--- config.mk ---
export PLATFORM = sky130hd
export DESIGN_NAME = sm_serial_multiplier
export DESIGN_NICKNAME = d
export VERILOG_FILES = /design/src/rtl/sm_serial_multiplier.sv
export SDC_FILE = /design/constraint.sdc
export NUM_CORES = 1
export LEC_CHECK = 0
export CORE_ASPECT_RATIO = 1.25
export CORE_UTILIZATION = 35
export DETAILED_ROUTE_END_ITERATION = 10
export PLACE_DENSITY = 0.56
export SKIP_CTS_REPAIR_TIMING = 1
export SLEW_MARGIN = 0
export SYNTH_ARGS = -nofsm -noshare
export SYNTH_HDL_FRONTEND = slang
export SYNTH_SLANG_ARGS = --single-unit
--- constraint.sdc ---
create_clock -name clk -period 6.85 [get_ports clk]
set_input_delay 0.685 -clock clk [delete_from_list [all_inputs] [get_ports clk]]
set_output_delay 0.685 -clock clk [all_outputs]
set_load 0.02 [all_outputs]
--- src/rtl/sm_serial_multiplier.sv ---
// sm_serial_multiplier: sequential shift-add sign-magnitude fixed-point multiplier with saturation
module sm_serial_multiplier #(
  parameter int WORD_LENGTH = 16,
  parameter int FRAC_BITS = 8
) (
  input  logic                   clk,
  input  logic                   rst_n,
  input  logic                   start,
  input  logic [WORD_LENGTH-1:0] A,
  input  logic [WORD_LENGTH-1:0] B,
  output logic                   busy,
  output logic                   done,
  output logic [WORD_LENGTH-1:0] out,
  output logic                   ovf
);
  localparam int M = WORD_LENGTH - 1;
  localparam int AW = 2 * M;
  localparam int CW = $clog2(M);
  typedef enum logic [1:0] {IDLE, CALC, DONE} state_t;
  state_t state;
  logic [M-1:0] mag_a, mag_b, mag;
  logic sgn, sat;
  logic [AW-1:0] acc, scaled;
  logic [CW-1:0] cnt;
  always_comb begin
    scaled = acc >> FRAC_BITS;
    sat = |scaled[AW-1:M];
    mag = sat ? '1 : scaled[M-1:0];
  end
  always_ff @(posedge clk) begin
    if (!rst_n) begin
      state <= IDLE;
      busy <= 1'b0;
      done <= 1'b0;
      out <= '0;
      ovf <= 1'b0;
      mag_a <= '0;
      mag_b <= '0;
      sgn <= 1'b0;
      acc <= '0;
      cnt <= '0;
    end else begin
      case (state)
        IDLE: begin
          done <= 1'b0;
          busy <= start;
          if (start) begin
            mag_a <= A[M-1:0];
            mag_b <= B[M-1:0];
            sgn <= A[M] ^ B[M];
            acc <= '0;
            cnt <= '0;
            state <= CALC;
          end
        end
        CALC: begin
          if (mag_b[cnt]) acc <= acc + (AW'(mag_a) << cnt);
          cnt <= cnt + 1'b1;
          if (cnt == CW'(M - 1)) state <= DONE;
        end
        DONE: begin
          out <= {sgn & |mag, mag};
          ovf <= sat;
          done <= 1'b1;
          state <= IDLE;
        end
        default: state <= IDLE;
      endcase
    end
  end
endmodule
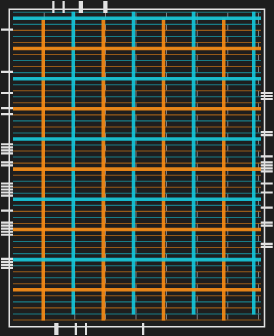
(run_1/pdn.png)
Pins as bars on the die edge. Tap cells in gray.
VSS -> orange
VDD -> cyan
tap cells = 212
met4 straps = 8
rows = 51
signal pins = 54

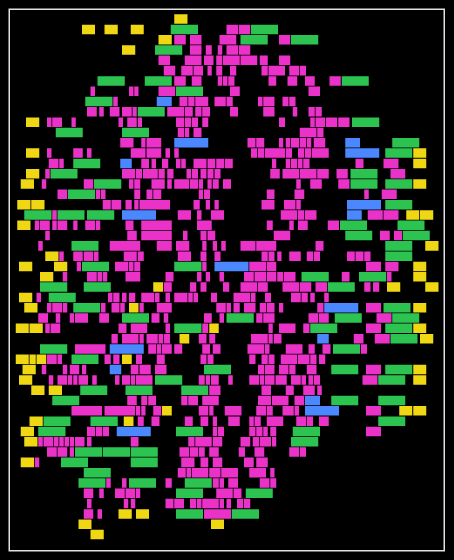
(run_1/cell_classes.png)
flip-flops -> green  # cells 86, share of their area 28%
all other logic -> magenta  # cells 538, share of their area 58%
other buffers and delay cells -> yellow  # cells 61, share of their area 9.4%
clock drivers and dummy loads -> blue  # cells 16, share of their area 4.8%

==> impl_metrics.json, run 1 <==
{
  "final.setup_skew_ns": 0.00865,
  "ys_ff": 86,
  "cp-start-kind": "flop",
  "buffer_area_share_pct": 9.03,
  "final_cell_mix": "nand2_1, dfxtp_1, clkdlybuf4s50_1",
  "outcome": "finished, final reports clean",
  "n_all_inverters": 11,
  "fin_util_pct": 41.8,
  "diodes": 0,
  "syn_area_per_cell_um2": 8.27,
  "fillCellCount": 1555,
  "crit_type": "reg2reg",
  "postRouteAntennaNets": 0,
  "ff_type": "dfxtp_1",
  "cts.sinks": 86,
  "arrival_ns": 4.49,
  "place_area_um2": 6190,
  "clock_buffers": 9,
  "max_freq_mhz": 236,
  "vdd.ir_drop.worst_mv": 0.108,
  "tightest_slew_ns": 0.781,
  "cts_buffer_depth": 2,
  "overflow": 0,
  "wl_um": 13700,
  "slew_headroom_pct": 47.5,
  "gp_congestion": 0.835,
  "worstPathRequired_ns": 7.10,
  "area_delta_synth_final_pct": 17.3,
  "grtUsageTotal_pct": 17.9,
  "rsz0062_at_grt": "false",
  "power_density_nw_per_um2": 181,
  "vias": 4738,
  "clk_pin_slew_ns": 0.07,
  "largestClassByArea": "combinational gates",
  "ios": 54
}
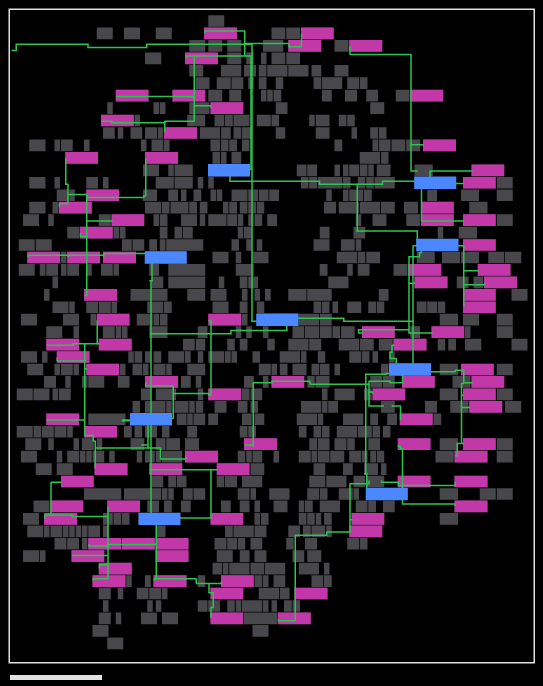
(run_1/clock_map.png)
The bar under the picture is 20 µm long.
flip-flops -> magenta  # count 86
clock wires -> green  # length 1,260 µm
cells driving clock nets -> blue  # count 9
routed clock nets = 10

run 1: final timing paths:
| path | startpoint | to | slack [ns] | cells after the start |
|---|---|---|---|---|
| worst max-delay path | cnt[0]$_SDFFE_PN0P_ | acc[29]$_SDFFE_PN0P_ | 2.62 | 15 |
| worst min-delay path | mag_b[11]$_SDFFE_PN0P_ | mag_b[11]$_SDFFE_PN0P_ | 0.47 | 2 |
| worst max register to register | cnt[0]$_SDFFE_PN0P_ | acc[29]$_SDFFE_PN0P_ | 2.62 | 15 |
| worst min register to register | mag_b[11]$_SDFFE_PN0P_ | mag_b[11]$_SDFFE_PN0P_ | 0.47 | 2 |
run 1: Yosys cell counts (5+ instances only):
| master | instances | share of area (%) |
|---|---|---|
| nor2b_1 | 17 | 1.9 |
| xnor2_1 | 20 | 3.2 |
| nand2b_1 | 8 | 0.91 |
| dfxtp_1 | 86 | 31 |
| a21boi_0 | 45 | 6.1 |
| nor3_1 | 9 | 0.82 |
| a22o_1 | 12 | 1.9 |
| nand2_1 | 105 | 7.1 |
| clkbuf_1 | 33 | 2.2 |
| nand3_1 | 26 | 2.4 |
| xor2_1 | 8 | 1.3 |
| a21o_1 | 7 | 0.95 |
| nand4_1 | 5 | 0.57 |
| inv_1 | 10 | 0.68 |
| and2_1 | 10 | 1.1 |
| and3_1 | 5 | 0.57 |
| mux2i_1 | 14 | 2.5 |
| nor2_1 | 35 | 2.4 |
| o221a_2 | 14 | 2.9 |
| mux2_2 | 8 | 1.6 |
| o211ai_1 | 10 | 1.4 |
| ha_1 | 31 | 7.0 |
| a21oi_1 | 43 | 3.9 |
| mux4_2 | 7 | 2.9 |
| o21ai_0 | 35 | 3.2 |
run 1: worst max-delay path, cell delays in order (launching register included):
cell and delay (ns):
dfxtp_1 0.59, buf_4 0.33, mux4_2 0.56, mux2_2 0.30, nand2_1 0.06, o21ai_0 0.12
ha_1 0.38, a21oi_1 0.29, o211ai_1 0.17, a221oi_2 0.27, o22ai_1 0.14, o21ai_0 0.34
mux2i_1 0.27, nand3_1 0.09, a21oi_1 0.16, a21oi_1 0.06
run 1: through the flow:
step           total power (µW)  worst slack [ns]  hold slack [ns]  cells
2_1_floorplan               639              2.80            0.435    668
3_3_place_gp                687              2.62            0.447    897
3_5_place_dp                689              2.60            0.460    897
4_1_cts                    1180              2.57            0.470    913
5_1_grt                    1220              2.18            0.488    913
6_report                   1170              2.62            0.466    913
run 1: layer usage:
metal	GRT usage (%)	up-vias	routed length, µm
met5	0	-	0
met4	6.02	0	187
met3	2.98	12	471
met2	31.7	95	6890
met1	21.6	2175	6170
li1	-	2456	-
run 1: where the power goes:
group	total, µW	internal (µW)	switching [µW]
Clock	497	259	238
Combinational	151	67.3	83.3
Sequential	526	513	12.4
Total	1170	839	334
run 1: cells by family after synthesis:
kind of cell	synth area share, %
and+or+nand+nor	20.1
xor gates and xnor gates	4.44
AOI/OAI and AO/OA	25.8
buffers and inverters	4.17
muxes	7.02
adders and majority gates	7.38
DFF	31.2
run 1: sequential cells by signal (all words and copies together), names as in the netlist:
name and flops:
acc 30, busy 1, cnt 4, done 1, mag_a 15, mag_b 15, out 16, ovf 1
sgn 1, state 2
==> run_1/metal_stack.png <==
The bar under the picture is 20 µm long.
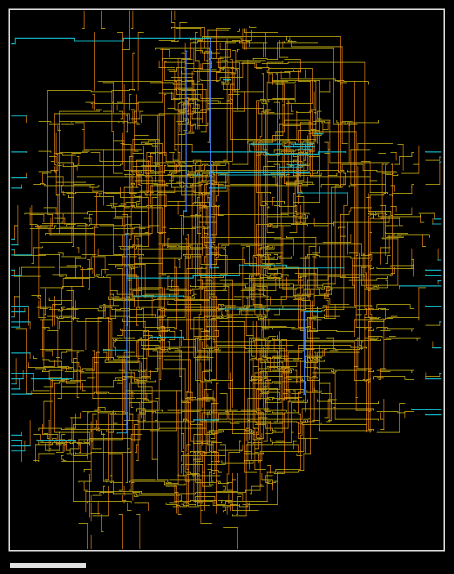

==> run 2: changes to the inputs <==
==> constraint.sdc (replaced) <==
create_clock -name clk -period 4.1 [get_ports clk]
set_input_delay 0.41 -clock clk [delete_from_list [all_inputs] [get_ports clk]]
set_output_delay 0.41 -clock clk [all_outputs]
set_load 0.02 [all_outputs]
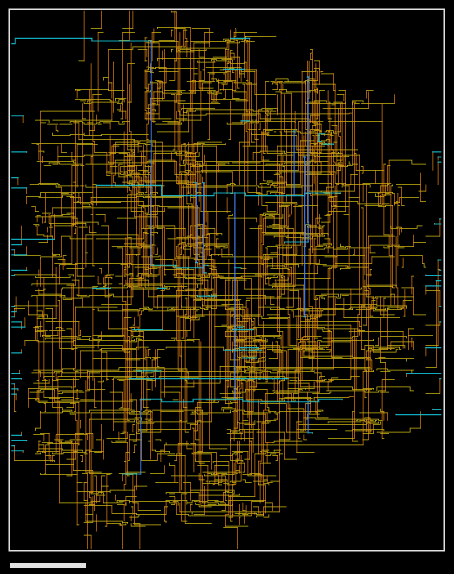
(run_2/metal_stack.png)
The bar under the picture is 20 µm long.
met2 -> orange  # wire length 7,370 µm
met3 -> cyan  # wire length 418 µm
met1 -> yellow  # wire length 6,410 µm
met4 -> blue  # wire length 289 µm
Via Count: 4,864
GRT Resource Usage Total: 18.7%
Avg WL per Cell: 15.6 µm
drt total wl: 14,500 µm

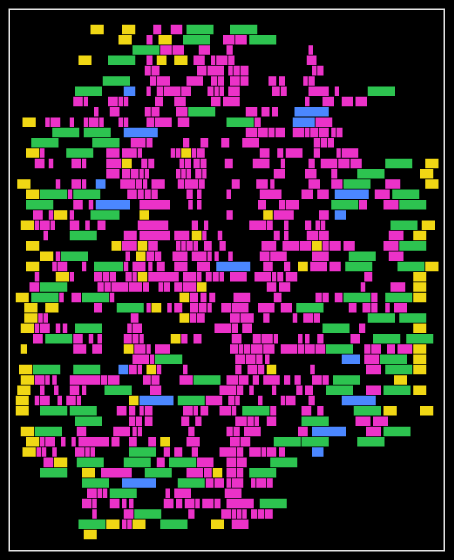
(run_2/cell_classes.png)
clock drivers and dummy loads -> blue  # cells 16, share of their area 4.7%
flip-flops -> green  # cells 86, share of their area 27%
other buffers and delay cells -> yellow  # cells 76, share of their area 11%
all other logic -> magenta  # cells 538, share of their area 57%
Finished Core Util: 42.7%
core area: 15,500 µm²
Finished Cell Area: 6620 µm²
sequential share of cell area: 26.1%

==> run 2 against run 1 <==
Synthesized cell count unchanged; routed wire length up 5.6%; via count rose by 2.7%; global-route usage up 0.81 points; utilization increased by 0.85 points; fmax increased by 11%; clock skew about the same; final cell count is 1.6% higher; setup slack got worse by 2.3 ns.
==> impl_metrics.json, run 2 <==
{
  "outcome": "finished, final reports clean",
  "vdd.ir_drop.worst_mv": 0.215,
  "synth_area_leader_cell": "dfxtp_1",
  "cts.sinks": 86,
  "gp_congestion": 0.891,
  "rr_endpoint": "acc[29]$_SDFFE_PN0P_",
  "critPathMostFrequentCell": "a21oi_1",
  "syn_area_per_cell_um2": 8.27,
  "grt_max_degree": 50,
  "cts_buffer_depth": 2,
  "postRouteAntennaNets": 0,
  "area_delta_synth_final_pct": 19.7,
  "endpoint": "acc[29]$_SDFFE_PN0P_",
  "synthTopCellsByArea": "dfxtp_1, nand2_1, ha_1",
  "ff_type": "dfxtp_1",
  "power_density_nw_per_um2": 294,
  "worstPathRequired_ns": 4.34,
  "diodes": 0,
  "cpMaxStageDelayCell": "mux4_2",
  "crit_path_start": "cnt[0]$_SDFFE_PN0P_",
  "cp-start-kind": "flop",
  "final_cell_mix": "nand2_1, dfxtp_1, clkdlybuf4s50_1",
  "largest_registers": "acc: 30 flops, out: 16 flops",
  "ff2ff_setup_slack_ns": 0.30,
  "rr_worst_depth": 15,
  "critPathTopFamily": "AND-OR/OR-AND gates",
  "place_area_um2": 6300,
  "arrival_ns": 4.04,
  "cp_num_cells": 15,
  "max_freq_mhz": 263,
  "path_cells": "buf_4 > mux4_2 > mux2_2 > nand2_1 > o21ai_0 > ha_1 > a21oi_2 > o211ai_1 > a221oi_2 > o22ai_1 > o21ai_1 > mux2i_1 > nand3_1 > a21oi_1 > a21oi_1",
  "clk_pin_slew_ns": 0.07,
  "crit_type": "reg2reg",
  "tightest_slew_ns": 0.797,
  "ys_ff": 86,
  "worstPathBufferInverterCount": 1,
  "most_common_cell": "nand2_1",
  "ios": 54,
  "final.setup_skew_ns": 0.00867,
  "rsz0062_at_grt": "false",
  "netlist_top_cells_count": "nand2_1, dfxtp_1, a21boi_0",
  "slowest_delay_ns": 0.53,
  "largest_reg_flops": 30,
  "top_cell_area_share_pct": 31.2,
  "top_register": "acc",
  "worst_slack_ns": 0.303,
  "dp_slack_ns": 0.0135
}
[run 2: cell counts after synthesis]
No cell type changed its count.
[run 2: layout make-up]
class / count / area [µm²]
tap: 212 / 265
clock inverter: 6 / 57.6
fill: 1577 / 8890
clock buffer: 10 / 239
sequential: 86 / 1720
timing repair buffer: 76 / 698
inverter: 11 / 41.3
multi-input combinational: 527 / 3590
[run 2: power by group]
group | internal (µW) | total (µW) | switching (µW)
Sequential | 858 | 880 | 21.5
Combinational | 119 | 260 | 142
Clock | 436 | 804 | 368
Total | 1410 | 1940 | 531
[run 2: per-layer routing]
| metal | global-route usage [%] | share of wire (%) |
|---|---|---|
| met1 | 21.6 | 44 |
| met2 | 33.9 | 51 |
| met3 | 3.19 | 2.9 |
| met4 | 7.11 | 2.0 |
| met5 | 0 | 0 |
[run 2: through the flow]
stage | total power [µW] | cells | hold slack [ns]
after floorplan | 1070 | 668 | 0.435
after global placement | 1150 | 912 | 0.448
after detailed placement | 1160 | 912 | 0.449
after CTS | 1970 | 928 | 0.461
after global routing | 2040 | 928 | 0.487
final | 1940 | 928 | 0.459
[run 2: worst min path at each step]
stage	cells past startpoint	endpoint	startpoint	slack (ns)
3_5_place_dp	2	acc[6]$_SDFFE_PN0P_	acc[6]$_SDFFE_PN0P_	0.45
3_3_place_gp	2	acc[6]$_SDFFE_PN0P_	acc[6]$_SDFFE_PN0P_	0.45
4_1_cts	2	acc[6]$_SDFFE_PN0P_	acc[6]$_SDFFE_PN0P_	0.46
6_report	2	acc[6]$_SDFFE_PN0P_	acc[6]$_SDFFE_PN0P_	0.46
2_1_floorplan	2	acc[6]$_SDFFE_PN0P_	acc[6]$_SDFFE_PN0P_	0.44
5_1_grt	2	mag_b[11]$_SDFFE_PN0P_	mag_b[11]$_SDFFE_PN0P_	0.49
[run 2: kinds of logic (layout without fill, tap and decap cells)]
| group | Yosys count | after routing | synth area share [%] |
|---|---|---|---|
| simple gates | 237 | 237 | 20.1 |
| buf+inv | 55 | 103 | 4.17 |
| fa+ha+maj | 32 | 32 | 7.38 |
| xor+xnor | 28 | 28 | 4.44 |
| mux | 29 | 29 | 7.02 |
| compound gates | 201 | 201 | 25.8 |
| flops | 86 | 86 | 31.2 |
[run 2: tightest hold or removal path, cell delays in order (launching register included)]
cell	delay, ns
dfxtp_1	0.31
nand2_1	0.05
a21boi_1	0.05
No activity file was given, so power comes from the tool's default toggle rates.
